==> images/registers.png <==
The bar under the picture is 20 um long. Other sequential cells in the stronger grey, the rest of the logic in the fainter grey.
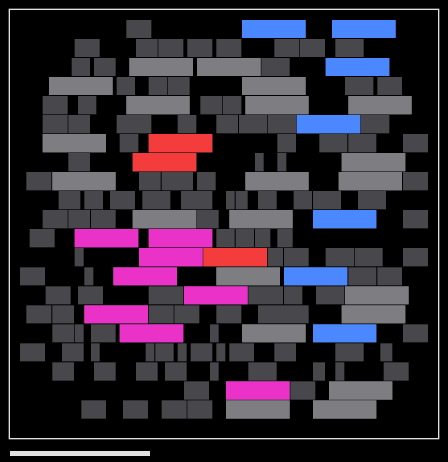
==> images/gate_families.png <==
The bar under the picture is 20 um long.
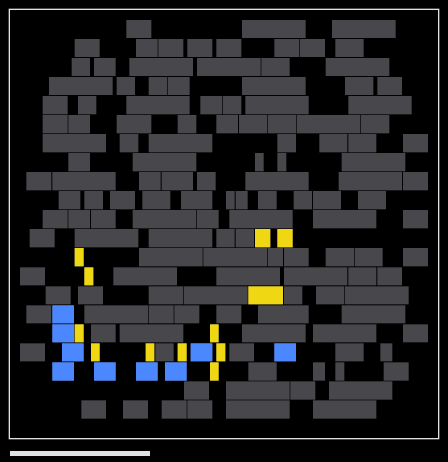
==> images/cell_classes.png <==
The bar under the picture is 20 um long. Fill, decap, tap and diode cells in grey.
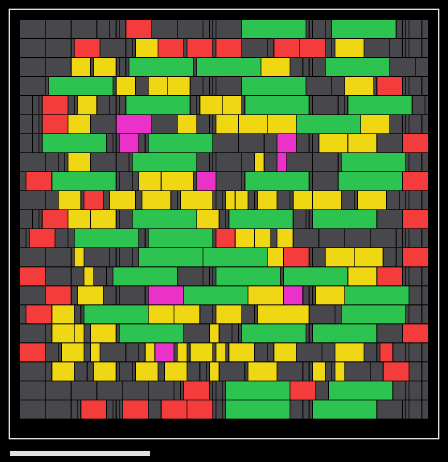
File: config.mk
export PLATFORM = sky130hd
export DESIGN_NAME = seq_adder_flat
export DESIGN_NICKNAME = d
export VERILOG_FILES = /design/src/rtl/seq_adder_if.sv /design/src/rtl/seq_adder.sv /design/src/flat_wrapper.sv
export SDC_FILE = /design/constraint.sdc
export NUM_CORES = 1
export LEC_CHECK = 0
export CAP_MARGIN = 30
export CORE_MARGIN = 1
export CORE_UTILIZATION = 48
export CTS_CLUSTER_DIAMETER = 120
export CTS_CLUSTER_SIZE = 40
export DETAILED_ROUTE_END_ITERATION = 8
export PLACE_DENSITY = 0.72
export SLEW_MARGIN = 25
export SYNTH_ARGS = -nofsm -noshare
export SYNTH_HDL_FRONTEND = slang
export SYNTH_SLANG_ARGS = --single-unit
export TNS_END_PERCENT = 100
File: constraint.sdc
create_clock -name clk -period 2.37 [get_ports clk]
set_input_delay 0.5925 -clock clk [delete_from_list [all_inputs] [get_ports clk]]
set_output_delay 0.5925 -clock clk [all_outputs]
set_load 0.01 [all_outputs]
File: src/rtl/seq_adder_if.sv
// Handshake and operand/result bundle for seq_adder.
// The master side issues operations and the slave side returns results.
interface seq_adder_if #(
    parameter int WIDTH = 8
);
    logic             start;
    logic             sub;
    logic             cin;
    logic [WIDTH-1:0] x;
    logic [WIDTH-1:0] y;
    logic             busy;
    logic             done;
    logic [WIDTH-1:0] s;
    logic             cout;
    logic             ovf;

    modport master (
        output start, sub, cin, x, y,
        input  busy, done, s, cout, ovf
    );

    modport slave (
        input  start, sub, cin, x, y,
        output busy, done, s, cout, ovf
    );
endinterface

File: src/rtl/seq_adder.sv
// Multi-cycle adder/subtractor: CHUNK bits per clock, LSB chunk first,
// with a single carry flop linking consecutive chunks.
module seq_adder #(
    parameter int WIDTH = 8,
    parameter int CHUNK = 1
) (
    input logic        clk,
    input logic        rst_n,
    seq_adder_if.slave bus
);
    localparam int NCH = WIDTH / CHUNK;
    localparam int CW  = (NCH > 1) ? $clog2(NCH) : 1;

    if (WIDTH < 1 || WIDTH % CHUNK != 0) begin : g_bad_cfg
        $error("seq_adder: WIDTH must be a positive multiple of CHUNK");
    end

    typedef enum logic [1:0] {
        IDLE,
        RUN,
        DONE
    } state_e;

    state_e           state_q, state_d;
    logic [WIDTH-1:0] a_q, a_d;
    logic [WIDTH-1:0] b_q, b_d;
    logic [WIDTH-1:0] r_q, r_d;
    logic [WIDTH-1:0] s_q, s_d;
    logic             c_q, c_d;
    logic             cout_q, cout_d;
    logic             ovf_q, ovf_d;
    logic [CW-1:0]    cnt_q, cnt_d;

    logic [CHUNK-1:0] sum_c;
    logic [CHUNK:0]   cy;
    logic [WIDTH-1:0] a_sh;
    logic [WIDTH-1:0] b_sh;
    logic [WIDTH-1:0] r_sh;

    // Ripple of full-adder cells over the low chunk of the operands
    always_comb begin
        sum_c = '0;
        cy    = '0;
        cy[0] = c_q;
        for (int i = 0; i < CHUNK; i++) begin
            sum_c[i]  = a_q[i] ^ b_q[i] ^ cy[i];
            cy[i + 1] = (a_q[i] & b_q[i]) | (cy[i] & (a_q[i] ^ b_q[i]));
        end
    end

    if (NCH == 1) begin : g_single
        assign a_sh = '0;
        assign b_sh = '0;
        assign r_sh = sum_c;
    end else begin : g_multi
        assign a_sh = {{CHUNK{1'b0}}, a_q[WIDTH-1:CHUNK]};
        assign b_sh = {{CHUNK{1'b0}}, b_q[WIDTH-1:CHUNK]};
        assign r_sh = {sum_c, r_q[WIDTH-1:CHUNK]};
    end

    always_comb begin
        state_d = state_q;
        a_d     = a_q;
        b_d     = b_q;
        r_d     = r_q;
        c_d     = c_q;
        cnt_d   = cnt_q;
        s_d     = s_q;
        cout_d  = cout_q;
        ovf_d   = ovf_q;
        unique case (state_q)
            IDLE, DONE: begin
                if (bus.start) begin
                    a_d     = bus.x;
                    b_d     = bus.sub ? ~bus.y : bus.y;
                    c_d     = bus.sub ? 1'b1 : bus.cin;
                    cnt_d   = '0;
                    state_d = RUN;
                end else begin
                    state_d = IDLE;
                end
            end
            RUN: begin
                a_d   = a_sh;
                b_d   = b_sh;
                r_d   = r_sh;
                c_d   = cy[CHUNK];
                cnt_d = cnt_q + CW'(1);
                if (cnt_q == CW'(NCH - 1)) begin
                    s_d     = r_sh;
                    cout_d  = cy[CHUNK];
                    ovf_d   = cy[CHUNK] ^ cy[CHUNK-1];
                    state_d = DONE;
                end
            end
            default: state_d = IDLE;
        endcase
    end

    always_ff @(posedge clk or negedge rst_n) begin
        if (!rst_n) begin
            state_q <= IDLE;
            a_q     <= '0;
            b_q     <= '0;
            r_q     <= '0;
            c_q     <= 1'b0;
            cnt_q   <= '0;
            s_q     <= '0;
            cout_q  <= 1'b0;
            ovf_q   <= 1'b0;
        end else begin
            state_q <= state_d;
            a_q     <= a_d;
            b_q     <= b_d;
            r_q     <= r_d;
            c_q     <= c_d;
            cnt_q   <= cnt_d;
            s_q     <= s_d;
            cout_q  <= cout_d;
            ovf_q   <= ovf_d;
        end
    end

    assign bus.busy = (state_q == RUN);
    assign bus.done = (state_q == DONE);
    assign bus.s    = s_q;
    assign bus.cout = cout_q;
    assign bus.ovf  = ovf_q;
endmodule
File: src/flat_wrapper.sv
// flat-port wrapper written by rule: the top's interface ports become plain ports
module seq_adder_flat 
#(
    parameter int WIDTH = 8,
    parameter int CHUNK = 1
)
  (clk, rst_n, bus_start, bus_sub, bus_cin, bus_x, bus_y, bus_busy, bus_done, bus_s, bus_cout, bus_ovf);
  seq_adder_if #(.WIDTH(WIDTH)) bus_i ();
  input logic clk;
  input logic rst_n;
  input wire logic [$bits(bus_i.start)-1:0] bus_start;
  input wire logic [$bits(bus_i.sub)-1:0] bus_sub;
  input wire logic [$bits(bus_i.cin)-1:0] bus_cin;
  input wire logic [$bits(bus_i.x)-1:0] bus_x;
  input wire logic [$bits(bus_i.y)-1:0] bus_y;
  output wire logic [$bits(bus_i.busy)-1:0] bus_busy;
  output wire logic [$bits(bus_i.done)-1:0] bus_done;
  output wire logic [$bits(bus_i.s)-1:0] bus_s;
  output wire logic [$bits(bus_i.cout)-1:0] bus_cout;
  output wire logic [$bits(bus_i.ovf)-1:0] bus_ovf;
  assign bus_i.start = bus_start;
  assign bus_i.sub = bus_sub;
  assign bus_i.cin = bus_cin;
  assign bus_i.x = bus_x;
  assign bus_i.y = bus_y;
  assign bus_busy = bus_i.busy;
  assign bus_done = bus_i.done;
  assign bus_s = bus_i.s;
  assign bus_cout = bus_i.cout;
  assign bus_ovf = bus_i.ovf;
  seq_adder #(.WIDTH(WIDTH), .CHUNK(CHUNK)) u_core (.clk(clk), .rst_n(rst_n), .bus(bus_i));
endmodule
==> Slide: Implementation Results <==
Flow Results at a Glance

Synth
  • Ys async rst share: 100%
  • Post-synthesis net count: 147
  • Largest logic family: AND-OR/OR-AND gates
  • XOR Share, Synth: 4.69%
  • Cell with the most instances after synthesis: dfrtp_1
  • Ys cells: 123
  • Post-Syn Area: 1680 um2
  • Synth warn: 0
  • YS chip area: 1680 um2
  • Top cells by area: dfrtp_1, mux2_2, a22o_1, a221o_1, xnor2_1
  • Post-synth top area share: 58.0%
  • Top_reg_cell synth: dfrtp_1
  • MUX area fraction: 11.4%

Power and ir drop
  • Sw Pwr: 0.836 mW
  • Overall Power: 2.66 mW
  • Comb power frac: 41.9%
  • Leak Pwr: 0.959 nW
  • Power in combinational cells: 1.12 mW
  • Clock power share: 14.1%
  • Seq pwr: 1.17 mW

Global routing
  • Gr usage total: 17.0%
  • Met3 Use GR: 5.04%
  • Vias in the first global route: 1063

Layout
  • Comb area share: 30.7%
  • Post-route cell area: 2080 um2
  • Proportion of layout cells with a drive suffix above 1: 18.6%
  • Layout area overhead: 23.7%
  • Ant. Diodes: 0
  • Clock buf/inv share: 3.31%
  • Fin cells: 202
  • Leading cell kind: registers
  • Buffering overhead: 15.9%
  • Flop count: 39

Timing
  • Final Setup Violations: 0
  • Final Worst Setup Slack: 0.278 ns
  • Max Freq: 0.478 GHz
  • Hold_ws: 0.343 ns

Drt
  • Routed wl met2: 1400 um
  • Routed len/inst: 13.6 um
  • Post-Route WL: 2740 um
  • Top routing layer in use: met4
  • Met3 wire length: 126 um
  • Drt pass-1 iters: 4
  • Drt via density: 5.33
  • Vias: 1076

Setup path
  • Largest delay contributor family on the critical path: buffers and inverters
  • Crit path required time: 1.78 ns
  • Critical path depth in cells: 2
  • Reg2Reg Capture Point: u_core.cnt_q[0]$_DFFE_PN0P_
  • R2R depth: 4
  • Setup crit start kind: register
  • R2R Setup Slk: 0.58 ns

Run
  • Tool warnings: 26

Placement
  • Placed Cells incl. Taps: 194
  • Area after DPL: 2010 um2
  • GPL Wtd Cong: 0.720

Clock network
  • CTS sink cnt: 39
  • CTS buffer count: 5
  • Clock root buffer: clkbuf_4
  • Clk slew on worst S/H paths: 0.11 ns
  • Post-CTS setup buffers: 0
  • CTS tree: built
  • H-Tree Depth: 2
  • Clk_lat worst skew: 0.33 ns
  • Hold Buf Count CTS: 0

Die
  • Die width: 61.2 um
  • Chip Area: 3740 um2

Run status
  • Outcome: finished clean
About registers.png:
[red] u_core.cnt_q | sequential cells: 3
[magenta] u_core.b_q | sequential cells: 8
[blue] u_core.r_q | sequential cells: 7
not coloured: 21

About gate_families.png:
[blue] XOR/XNOR gates | cells: 9 | most used: xnor2_1 | where: south-west
[yellow] NOR gates | cells: 12 | most used: nor2_1

About cell_classes.png:
[green] flip-flops | cells: 39
[magenta] clock drivers and dummy loads | cells: 8
[yellow] all other logic | cells: 75
[red] other buffers and delay cells | cells: 34

Power figures rest on the tool's default switching activity, not on a simulated workload.
